**Run 1: power grid**

Drawn at 4 px/um. Pins as bars on the die edge.
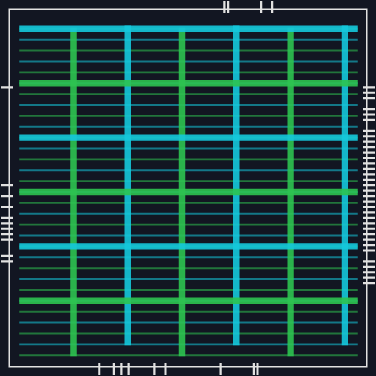
**Run 1: cell classes on the final placement**

Drawn at 3 px/um. Fill, decap, tap and diode cells in gray.
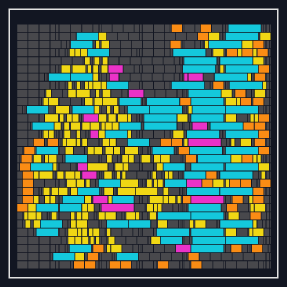
**Run 1: routed clock nets over the placement**

Drawn at 6 px/um.
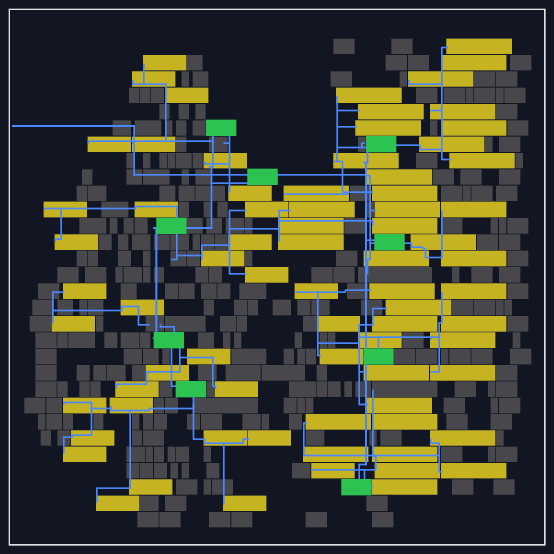
**Run 1: metal layers overlaid**

Drawn at 4 px/um. Only two layers are drawn.
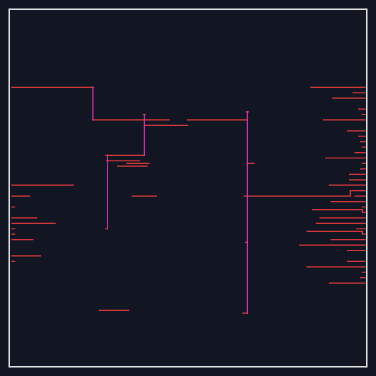
<file path="src/rtl/conv_result_streamer.sv">
// Streams a completed convolution result frame out of the result RAM as a
// valid/ready beat stream, tagging end-of-row and end-of-frame beats.
module conv_result_streamer #(
  parameter int OUT_COLS     = 63,
  parameter int OUT_ROWS     = 35,
  parameter int RESULT_WIDTH = 18,
  parameter int ADDR_WIDTH   = 12
) (
  input  logic                    clk,
  input  logic                    rst,
  input  logic                    start,
  output logic                    rd_en,
  output logic [ADDR_WIDTH-1:0]   rd_addr,
  input  logic [RESULT_WIDTH-1:0] rd_data,
  output logic                    m_valid,
  input  logic                    m_ready,
  output logic [RESULT_WIDTH-1:0] m_data,
  output logic                    m_eol,
  output logic                    m_last,
  output logic                    busy,
  output logic                    done
);

  localparam int COL_W = (OUT_COLS > 1) ? $clog2(OUT_COLS) : 1;
  localparam int ROW_W = (OUT_ROWS > 1) ? $clog2(OUT_ROWS) : 1;

  typedef enum logic [1:0] {
    IDLE  = 2'd0,
    FETCH = 2'd1,
    DRAIN = 2'd2
  } state_t;

  state_t                  state_q, state_d;
  logic [ADDR_WIDTH-1:0]   addr_q, addr_d;
  logic [COL_W-1:0]        col_q, col_d;
  logic [ROW_W-1:0]        row_q, row_d;
  logic                    done_q, done_d;

  logic                    inflight_q;
  logic                    inflight_eol_q;
  logic                    inflight_last_q;

  logic [RESULT_WIDTH-1:0] fifo_data_q [2];
  logic [1:0]              fifo_eol_q;
  logic [1:0]              fifo_last_q;
  logic                    wr_ptr_q;
  logic                    rd_ptr_q;
  logic [1:0]              count_q;

  logic                    push;
  logic                    pop;
  logic                    issue;
  logic                    issue_eol;
  logic                    issue_last;
  logic                    head_last;
  logic [2:0]              occupancy;

  assign issue_eol  = (col_q == COL_W'(OUT_COLS - 1));
  assign issue_last = issue_eol && (row_q == ROW_W'(OUT_ROWS - 1));

  // A read is only issued if its data is guaranteed a free FIFO slot on return.
  assign push      = inflight_q;
  assign pop       = (count_q != 2'd0) && m_ready;
  assign occupancy = {1'b0, count_q} + {2'b00, inflight_q} - {2'b00, pop};
  assign issue     = (state_q == FETCH) && (occupancy < 3'd2);

  always_comb begin
    state_d = state_q;
    addr_d  = addr_q;
    col_d   = col_q;
    row_d   = row_q;
    done_d  = 1'b0;
    case (state_q)
      IDLE: begin
        if (start) begin
          state_d = FETCH;
          addr_d  = '0;
          col_d   = '0;
          row_d   = '0;
        end
      end
      FETCH: begin
        if (issue) begin
          addr_d = addr_q + ADDR_WIDTH'(1);
          if (issue_last) begin
            state_d = DRAIN;
            col_d   = '0;
            row_d   = '0;
          end else if (issue_eol) begin
            col_d = '0;
            row_d = row_q + ROW_W'(1);
          end else begin
            col_d = col_q + COL_W'(1);
          end
        end
      end
      DRAIN: begin
        if (pop && head_last) begin
          state_d = IDLE;
          done_d  = 1'b1;
        end
      end
      default: state_d = IDLE;
    endcase
  end

  always_ff @(posedge clk) begin
    if (rst) begin
      state_q         <= IDLE;
      addr_q          <= '0;
      col_q           <= '0;
      row_q           <= '0;
      done_q          <= 1'b0;
      inflight_q      <= 1'b0;
      inflight_eol_q  <= 1'b0;
      inflight_last_q <= 1'b0;
      wr_ptr_q        <= 1'b0;
      rd_ptr_q        <= 1'b0;
      count_q         <= 2'd0;
    end else begin
      state_q         <= state_d;
      addr_q          <= addr_d;
      col_q           <= col_d;
      row_q           <= row_d;
      done_q          <= done_d;
      inflight_q      <= issue;
      inflight_eol_q  <= issue_eol;
      inflight_last_q <= issue_last;
      if (push) wr_ptr_q <= ~wr_ptr_q;
      if (pop)  rd_ptr_q <= ~rd_ptr_q;
      case ({push, pop})
        2'b10:   count_q <= count_q + 2'd1;
        2'b01:   count_q <= count_q - 2'd1;
        default: count_q <= count_q;
      endcase
    end
  end

  // Storage needs no reset: outputs are masked while the FIFO is empty.
  always_ff @(posedge clk) begin
    if (push) begin
      fifo_data_q[wr_ptr_q] <= rd_data;
      fifo_eol_q[wr_ptr_q]  <= inflight_eol_q;
      fifo_last_q[wr_ptr_q] <= inflight_last_q;
    end
  end

  assign head_last = fifo_last_q[rd_ptr_q];
  assign rd_en     = issue;
  assign rd_addr   = addr_q;
  assign m_valid   = (count_q != 2'd0);
  assign m_data    = m_valid ? fifo_data_q[rd_ptr_q] : '0;
  assign m_eol     = m_valid & fifo_eol_q[rd_ptr_q];
  assign m_last    = m_valid & head_last;
  assign busy      = (state_q != IDLE);
  assign done      = done_q;

endmodule
</file>
<file path="config.mk">
export PLATFORM = sky130hd
export DESIGN_NAME = conv_result_streamer
export DESIGN_NICKNAME = d
export VERILOG_FILES = /design/src/rtl/conv_result_streamer.sv
export SDC_FILE = /design/constraint.sdc
export NUM_CORES = 1
export LEC_CHECK = 0
export CAP_MARGIN = 0
export CORE_MARGIN = 2
export CORE_UTILIZATION = 45
export DETAILED_ROUTE_END_ITERATION = 10
export HOLD_SLACK_MARGIN = 0.05
export PLACE_DENSITY = 0.8
export SYNTH_ARGS = -nofsm -noshare
export SYNTH_HDL_FRONTEND = slang
export SYNTH_SLANG_ARGS = --single-unit
</file>
<file path="constraint.sdc">
create_clock -name clk -period 8.9 [get_ports clk]
set_clock_uncertainty 0.2 [all_clocks]
set_input_delay 2.67 -clock clk [delete_from_list [all_inputs] [get_ports clk]]
set_output_delay 2.67 -clock clk [all_outputs]
set_load 0.02 [all_outputs]
</file>
==> Slide: Implementation Results, run 1 <==
Physical Implementation Snapshot

Placed design
  • I/O Buffers: 57
  • GP Congestion: 0.856
  • Area after DPL: 3900 um2
  • DP Worst Slack: 0.712 ns
  • Inst Count DP: 427

CTS
  • PostCTS Resize Cnt: 0
  • Hold Buf Count CTS: 0
  • H-tree levels: 3
  • CTS clk-pin slew, worst paths: 0.08 ns
  • Clock Path Buffers: 2
  • Root Driver: clkbuf_8
  • TritonCTS Buffers: 9
  • Setup bufs post-CTS: 0
  • Num Clock Sinks: 75
  • CTS tree: built

Finish
  • Clock buffers and inverters, area share: 5.86%
  • Leading cell kind: registers
  • Fill cell count: 595
  • Top cells excl fill/tap: clkdlybuf4s50_1 (57), edfxtp_1 (40), dfxtp_1 (35)
  • Most frequent logic cell in the layout: clkdlybuf4s50_1
  • Reg with most FFs: fifo_data_q
  • Non-clock buffer total of the final layout: 58
  • Clock buffer cells: 10
  • Ratio of cells with drive above 1 in the final layout: 7.49%
  • Logic cell area: 1250 um2
  • Comb gates: 185
  • Signal inverters: 13
  • Data buffer area share: 14.0%
  • Ant. Diodes: 0
  • Final cell count without fillers: 443
  • P&R area growth vs syn: 27.3%
  • Fin nets: 371
  • Max reg flops: 36
  • Flip-flop and latch area: 1900 um2

Power
  • Sequential power share: 42.7%
  • NetSw: 0.303 mW
  • Overall power: 1.01 mW
  • Sequential power: 0.433 mW
  • Int Power: 0.710 mW
  • Comb pwr: 0.271 mW
  • Combinational share of power: 26.8%
  • Lkg Pwr: 1.37 nW

Final timing
  • Worst Setup Slack, final: 0.704 ns
  • Worst slew pin tran: 1.04 ns
  • Final hold vios: 0
  • Final setup TNS: 0 ns
  • Min Hold Slack: 0.226 ns
  • Setup Viol. Count Final: 0
  • Worst rel slew slack: 30.5%
  • Highest Clock Rate: 0.122 GHz
  • Final min period: 8.20 ns
  • RSZ-0062 raised after global routing: false
  • Max-slew violations: 0

Route
  • Met1 wire length: 2.81 mm
  • Top layer in use: met4
  • WL/cell: 13.9 um
  • First-pass DRT Iterations: 4
  • Residual DRC count: 0
  • Antenna Nets Post-Route: 0
  • Routed met2 length: 2.88 mm
  • Avg Vias per Cell: 5.30
  • First DRT Iteration DRCs: 79
  • DR WL met3: 397 um

Synth
  • Post-synth mux share: 7.08%
  • Distinct lib cells used: 49
  • Dominant comb cell: simple AND/OR/NAND/NOR gates
  • Top-area cell share: 36.9%
  • Synthesized instance count: 284
  • Yosys stat cell total: 284
  • Aoi share: 10.0%
  • Synth Area in XOR/XNOR: 1.85%
  • Main area contributors: edfxtp_1 (37%), dfxtp_1 (22%), mux2i_1 (7.1%)
  • Top cells by count, synth: edfxtp_1 (40), dfxtp_1 (35), nor2_1 (35), mux2i_1 (23), or3_1 (14)
  • Post-synthesis async set-or-reset flop share: 0%
  • YS chip area: 3250 um2
  • Simple share: 16.5%
  • Seq cells post-synth: 75
  • Post-synth EDFFs: 40
  • Cell taking the most area after synthesis: edfxtp_1
  • Synthesized Nets: 313
  • Yosys adder share: 2.92%
  • Count leader, synth: edfxtp_1
  • Post-synthesis sequential area ratio: 58.5%
  • Mean Syn Cell Area: 11.5 um2

Setup path
  • R2r setup slk: 5.88 ns
  • FF-to-FF Start: count_q[1]
  • CP bufs+invs: 3
  • Critical Path Stages: 9
  • Critical Path RT: 6.03 ns
  • CP cell instances: clkdlybuf4s50_1 > o21ai_0 > nor2_1 > o21ai_0 > fa_1 > and3b_4 > nand2_1 > inv_1 > clkdlybuf4s50_1
  • Worst setup path class: in2out
  • WP data arrival: 5.33 ns
  • CP max stage cell: clkdlybuf4s50_1
  • Crit-path max FO: 5
  • Crit. End Element: output pin
  • Cell family with most CP delay: buffers and inverters
  • FF-to-FF path depth: 8
  • Max stage delay on crit path: 0.63 ns
  • R2r endpoint: row_q[3]
  • CP startpoint: m_ready
  • CP Launch Type: primary input

Worst hold path
  • Worst Hold Launch: inflight_eol_q
  • Hold path depth: 0
  • Hold crit path type: reg2reg
  • Worst hold endpoint: fifo_eol_q[0]

GRT
  • Initial antenna violation count: 0
  • Pin count of the biggest net entering global routing: 31
  • GRT busiest layer: met2
  • Met2 Resource Use GR: 27.2%
  • Met1 usage in global routing: 20.6%
  • Met3 global-route usage: 3.88%
  • Total gr overflow: 0
  • Number of global-route vias before repair: 2252

Flow run
  • OpenROAD warnings: 28
  • Max Cap Viol: 0

Die
  • # Taps: 96
  • Initial Utilization: 47.1%
  • IO Pins: 58

Outcome
  • Status: finished, final reports clean
Back to the opening pictures, 'power grid':
[green] VSS
[cyan] VDD
met5 straps: 6
rows: 30
signal pins: 58
met1 rails: 31
Chip Width: 89.0 um
Max rail drop VDD: 101 uV
Core ar.: 6910 um2
Die Span Y: 89.0 um

Back to the opening pictures, 'cell classes on the final placement':
[orange] remaining buffers and delay cells | cells: 58
[cyan] registers | cells: 75
[magenta] clock drivers and dummy loads | cells: 16
[yellow] remaining logic cells | cells: 198
fin area: 4140 um2
Seq/total area: 45.9%
row count: 30
Core Util, Final: 60.0%

Back to the opening pictures, 'routed clock nets over the placement':
[blue] clock wires | length: 784 um
[yellow] flip-flops | count: 75
[green] clock-net drivers | count: 9
flops lie: all over the die
Clk network pwr share: 30.5%
Clock net power: 0.309 mW
clk_lat worst skew: 0.34 ns

Back to the opening pictures, 'metal layers overlaid':
[red] M3 | wire length: 397 um
[magenta] M4 | wire length: 87.0 um
Tot GR Track Use: 16.4%
final WL: 6.17 mm
routed vias: 2347

==> run 2, diff against run 1 <==
- clock period: 8.9 -> 9.15 ns (I/O delays scaled with it)
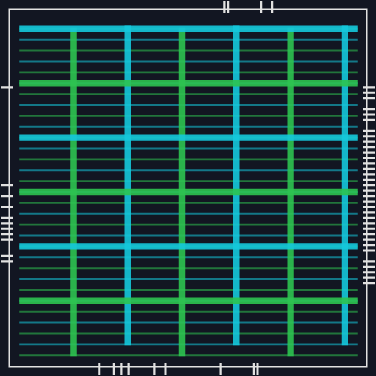
**Above:** run 2 (power grid).
Drawn at 4 px/um. Pins as bars on the die edge.
[green] VSS
[cyan] VDD
met1 rails: 31
signal pins: 58
Max rail drop VDD: 116 uV

==> Slide: Implementation Results, run 2 <==
Physical Implementation Snapshot

Outcome
  • Status: finished, final reports clean (unchanged)

GRT
  • Number of global-route vias before repair: 2190 (was 2252)
  • GRT busiest layer: met2 (unchanged)
  • Pin count of the biggest net entering global routing: 31 (unchanged)
  • Met1 usage in global routing: 19.9% (was 20.6%)

Flow run
  • Max Cap Viol: 0 (unchanged)

Placed design
  • GP Congestion: 0.821 (was 0.856)
  • Inst Count DP: 427 (unchanged)

Final timing
  • Final setup TNS: 0 ns (unchanged)
  • Highest Clock Rate: 0.120 GHz
  • Worst Setup Slack, final: 0.816 ns (was 0.704 ns)
  • Final min period: 8.33 ns
  • RSZ-0062 raised after global routing: false (unchanged)
  • Setup Viol. Count Final: 0 (unchanged)
  • Worst slew pin tran: 1.06 ns (was 1.04 ns)
  • Min Hold Slack: 0.229 ns (was 0.226 ns)
  • Max-slew violations: 0 (unchanged)
  • Worst rel slew slack: 29.0% (was 30.5%)
  • Final hold vios: 0 (unchanged)

CTS
  • CTS tree: built (unchanged)
  • Hold Buf Count CTS: 0 (unchanged)
  • Root Driver: clkbuf_8 (unchanged)
  • Setup bufs post-CTS: 0 (unchanged)
  • TritonCTS Buffers: 9 (unchanged)
  • Clock Path Buffers: 2 (unchanged)
  • CTS clk-pin slew, worst paths: 0.08 ns (about the same)

Power
  • Sequential power: 0.421 mW (was 0.433 mW)
  • Combinational share of power: 28.4% (was 26.8%)
  • Overall power: 0.922 mW (was 1.01 mW)
  • Comb pwr: 0.261 mW (was 0.271 mW)

Synth
  • Synthesized Nets: 313 (unchanged)
  • Post-synth EDFFs: 40 (unchanged)
  • Post-synthesis async set-or-reset flop share: 0% (unchanged)
  • Distinct lib cells used: 49 (unchanged)
  • Top-area cell share: 36.9% (unchanged)
  • Yosys adder share: 2.92% (unchanged)
  • Cell taking the most area after synthesis: edfxtp_1 (unchanged)
  • Post-synthesis sequential area ratio: 58.5% (unchanged)
  • Simple share: 16.5% (unchanged)
  • Top cells by count, synth: edfxtp_1 (40), dfxtp_1 (35), nor2_1 (35), mux2i_1 (23), or3_1 (14) (unchanged)
  • Yosys stat cell total: 284 (unchanged)
  • Synthesized instance count: 284 (unchanged)
  • YS chip area: 3250 um2 (unchanged)
  • Synth Area in XOR/XNOR: 1.85% (unchanged)

Finish
  • Ratio of cells with drive above 1 in the final layout: 6.92% (was 7.49%)
  • Flip-flop and latch area: 1900 um2 (unchanged)
  • Core Util, Final: 59.2% (was 60.0%)
  • Final cell count without fillers: 443 (unchanged)
  • Max reg flops: 36 (unchanged)
  • Logic cell area: 1250 um2 (unchanged)
  • Fin nets: 371 (unchanged)
  • Signal inverters: 13 (unchanged)
  • Data buffer area share: 14.1% (was 14.0%)

Setup path
  • WP data arrival: 5.39 ns (was 5.33 ns)
  • CP cell instances: clkdlybuf4s50_1 > o21ai_0 > nor2_1 > o21ai_0 > fa_1 > and3b_4 > nand2_1 > inv_1 > clkdlybuf4s50_1 (unchanged)
  • Cell family with most CP delay: buffers and inverters (unchanged)
  • R2r setup slk: 6.17 ns (was 5.88 ns)
  • CP Launch Type: primary input (unchanged)
  • Crit-path max FO: 5 (unchanged)
  • Critical Path Stages: 9 (unchanged)
  • Crit. End Element: output pin (unchanged)
  • CP bufs+invs: 3 (unchanged)
  • FF-to-FF path depth: 8 (unchanged)
  • Worst setup path class: in2out (unchanged)

Route
  • Residual DRC count: 0 (unchanged)
  • Avg Vias per Cell: 5.28 (was 5.30)
  • Routed vias: 2339 (was 2347)
  • Routed met2 length: 2.76 mm (was 2.88 mm)
  • Antenna Nets Post-Route: 0 (unchanged)

Worst hold path
  • Hold crit path type: reg2reg (unchanged)
  • Worst hold endpoint: fifo_eol_q[1] (was fifo_eol_q[0])
  • Hold path depth: 0 (unchanged)

Die
  • IO Pins: 58 (unchanged)
  • Core ar.: 6910 um2 (unchanged)
  • Chip Width: 89.0 um (unchanged)
  • Row count: 30 (unchanged)
  • Initial Utilization: 47.1% (unchanged)
Power is estimated from default activity; no workload was simulated.
